### Placement view

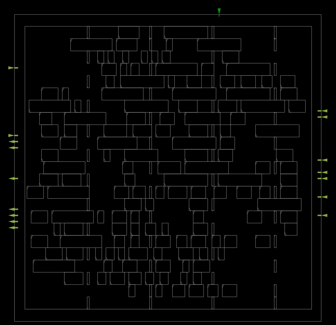
### The metal 1 layer

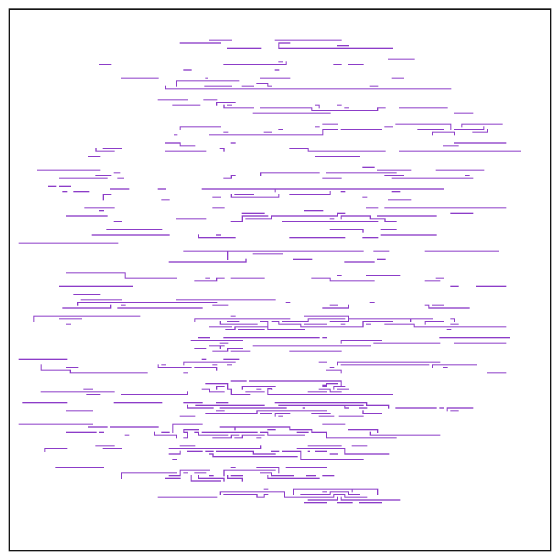
### Metal 2

Cells faint in the background.
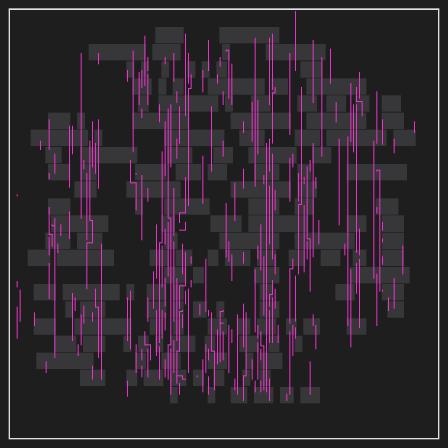
### Cell density map

The die is cut into 7 by 7 equal tiles; white is low, dark blue is high, 0 to 100% covered.
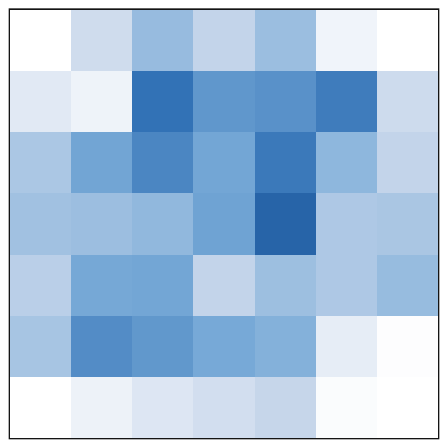
### Register map, names as in the netlist

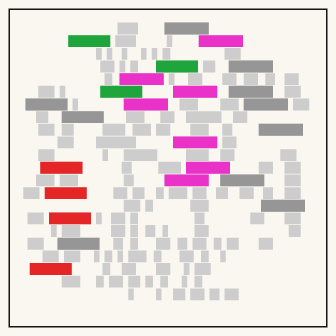
==> config.mk <==
export PLATFORM = sky130hd
export DESIGN_NAME = seg7_pattern_encoder
export DESIGN_NICKNAME = d
export VERILOG_FILES = /design/src/rtl/seg7_pkg.sv /design/src/rtl/seg7_stability_filter.sv /design/src/rtl/seg7_pattern_encoder.sv
export SDC_FILE = /design/constraint.sdc
export NUM_CORES = 1
export LEC_CHECK = 0
export CELL_PAD_IN_SITES_DETAIL_PLACEMENT = 1
export CELL_PAD_IN_SITES_GLOBAL_PLACEMENT = 2
export CORE_MARGIN = 2
export CORE_UTILIZATION = 35
export DETAILED_ROUTE_END_ITERATION = 8
export PLACE_DENSITY = 0.76
export SYNTH_ARGS = -nofsm -noshare
export SYNTH_HDL_FRONTEND = slang
export SYNTH_SLANG_ARGS = --single-unit
export TNS_END_PERCENT = 1
==> constraint.sdc <==
create_clock -name clk -period 2.4 [get_ports clk]
set_input_delay 0.48 -clock clk [delete_from_list [all_inputs] [get_ports clk]]
set_output_delay 0.48 -clock clk [all_outputs]
set_load 0.005 [all_outputs]
==> run_results.csv <==
group,metric,value,unit
logic_synthesis,synthCells,134,
logic_synthesis,syn_area_per_cell,10.7,µm²
final_timing,tns,0,ps
outcome,outcome,"finished clean",
drt,avgViaCountPerCell,5.29,
logic_synthesis,xor_area_share,10.4,%
placed_design,pre_cts_ws,223,ps
floorplanning,die_w,67.9,µm
layout,drive_above_1_share,24.5,%
placed_design,gp_congestion,0.723,
global_routing,grt_max_degree,25,
hold_path,hold_class,"reg2reg",
logic_synthesis,synth_flops,24,
clocking,cts-root-buf,"clkbuf_8",
logic_synthesis,yosys.area.top_type_share,25.7,%
clocking,hold_buffers,0,
logic_synthesis,ys_sh_mux,10.2,%
drt,wl_met3,156,µm
setup_path,r2r_cells,4,
logic_synthesis,topCellsByArea,"dfstp_2, dfrtp_1, mux2_2",
logic_synthesis,ys.flop_type,"dfstp_2",
setup_path,cp.arrival,2360,ps
final_timing,slew_viol_final,0,
final_timing,slew_headroom,67.2,%
logic_synthesis,enable_flop_cells,0,
global_routing,antenna_found_initial,0,
pwr,powerDensity,456,nW/µm²
clocking,clk_pin_slew_worst_paths,80,ps
setup_path,crit_fanout,19,
layout,layoutNonFillerInstCount,197,
pwr,total_power,761,µW
clocking,ctsHtreeMaxLevel,1,
global_routing,grt_pass1_vias,1071,
logic_synthesis,simple_gate_area_share,20.5,%
final_timing,worst_pin_slew,490,ps
logic_synthesis,fp_nets,146,
layout,fin_nets,160,
drt,ant_nets,0,
placed_design,placed_cell_area,1620,µm²
clocking,cts.sinks,24,
final_timing,rsz0062_at_grt,"no",
clocking,post_cts_buffers,0,
setup_path,endpoint_kind,"flip-flop",
logic_synthesis,yosysWarnings,0,
job,tool_warnings,27,
final_timing,hold_viol,0,
logic_synthesis,yosys.area_share.adder,1.75,%
global_routing,grt_pass1_wl,5370,µm
floorplanning,rows,23,
floorplanning,ios,17,
logic_synthesis,yosys.area_share.aoi,8.76,%
final_timing,clock_skew,4.37,ps
logic_synthesis,syn_area,1430,µm²
drt,drtPass1Iterations,4,
pwr,peakVddDrop,0.000260,V
layout,design_area,1670,µm²
setup_path,rrSetupSlack,230,ps
global_routing,track_usage,15.7,%
clocking,ctsResizeCount,0,
global_routing,overflow,0,
pwr,total_leakage_power,0.670,nW
final_timing,fin_hold_ws,488,ps
## Picture notes: 'Placement view'
Seq cells: 24
utilization after layout: 42.0%
core region area: 3970 µm²
n_taps: 50
flop share of the area: 37.1%

## Picture notes: 'The metal 1 layer'
share of all routed wire: 48%
wire length on this layer: 1520 µm
nets with wire on the layer: 137
main direction: horizontal
met1 Usage GRT: 22.5%
routed wire length: 3150 µm

## Picture notes: 'Metal 2'
main direction: vertical
share of all routed wire: 46%
wire length on this layer: 1450 µm
routed vias: 1042
M2 GR Usage: 23.7%

## Picture notes: 'Cell density map'
fullest tile: 79%
tiles over 75% full: 2.0%
mean over tiles: 35%
nearly empty tiles: 10%
floorplan utilization: 36.0%

## Picture notes: 'Register map, names as in the netlist'
| color | netlist name | placed flops |
|---|---|---|
| red | out_hex | 4 |
| green | u_filter.r_cnt | 3 |
| magenta | r_last_pat | 7 |
not colored: 10
register area: 618 µm²
Power Sequential: 445 µW

[report_power, final]
group | internal [mW] | switching (mW) | leakage (nW) | total [mW]
combinational | 0.0408 | 0.0366 | 0.361 | 0.0774
sequential | 0.418 | 0.0270 | 0.285 | 0.445
clock | 0.118 | 0.120 | 0.0228 | 0.239
[area by class of cell]
class                           count  share of cell area [%]
Multi-Input combinational cell     94                    44.2
Sequential cell                    24                    37.1
Timing Repair Buffer               19                    11.0
Tap cell                           50                    3.75
Clock buffer                        4                    2.70
Inverter                            6                    1.35
[worst max-delay path, stage by stage, from the launching register on]
cell	delay, ps
dfstp_2	750
nand3_1	170
or2_2	360
a211oi_4	440
mux2_2	390
[routing by layer]
metal / up-vias / global-route usage [%]
met5: - / 0
li1: 503 / -
met4: 0 / 4.75
met3: 2 / 3.78
met2: 25 / 23.7
met1: 512 / 22.5
[layout by cell type (no fill, tap or decap), drive strengths merged]
cell / instances
a21oi: 4
a21o: 2
nor4: 4
inv: 6
nor2: 8
nand2b: 1
a211oi: 1
o21ai: 4
dfstp: 14
mux2: 12
clkdlybuf4s50: 16
or4b: 1
nand2: 6
dfrtp: 10
and4: 1
o221ai: 1
o41ai: 1
xor2: 8
nor4b: 3
ha: 2
buf: 3
nor3b: 1
nand3b: 1
o31ai: 1
nand4: 4
and3: 1
xnor2: 9
nor3: 3
a2111oi: 2
nand3: 6
and3b: 1
or3b: 2
or2: 1
mux2i: 1
o211ai: 1
and4b: 1
clkbuf: 4
[cells by family (layout without fill, tap and decap cells)]
| logic type | count (synthesis) | in the layout |
|---|---|---|
| fa+ha+maj | 2 | 2 |
| compound gates | 17 | 17 |
| flops | 24 | 24 |
| xor+xnor | 17 | 17 |
| buf+inv | 16 | 29 |
| simple gates | 45 | 45 |
| mux | 13 | 13 |
Power and IR drop assume default switching activity.
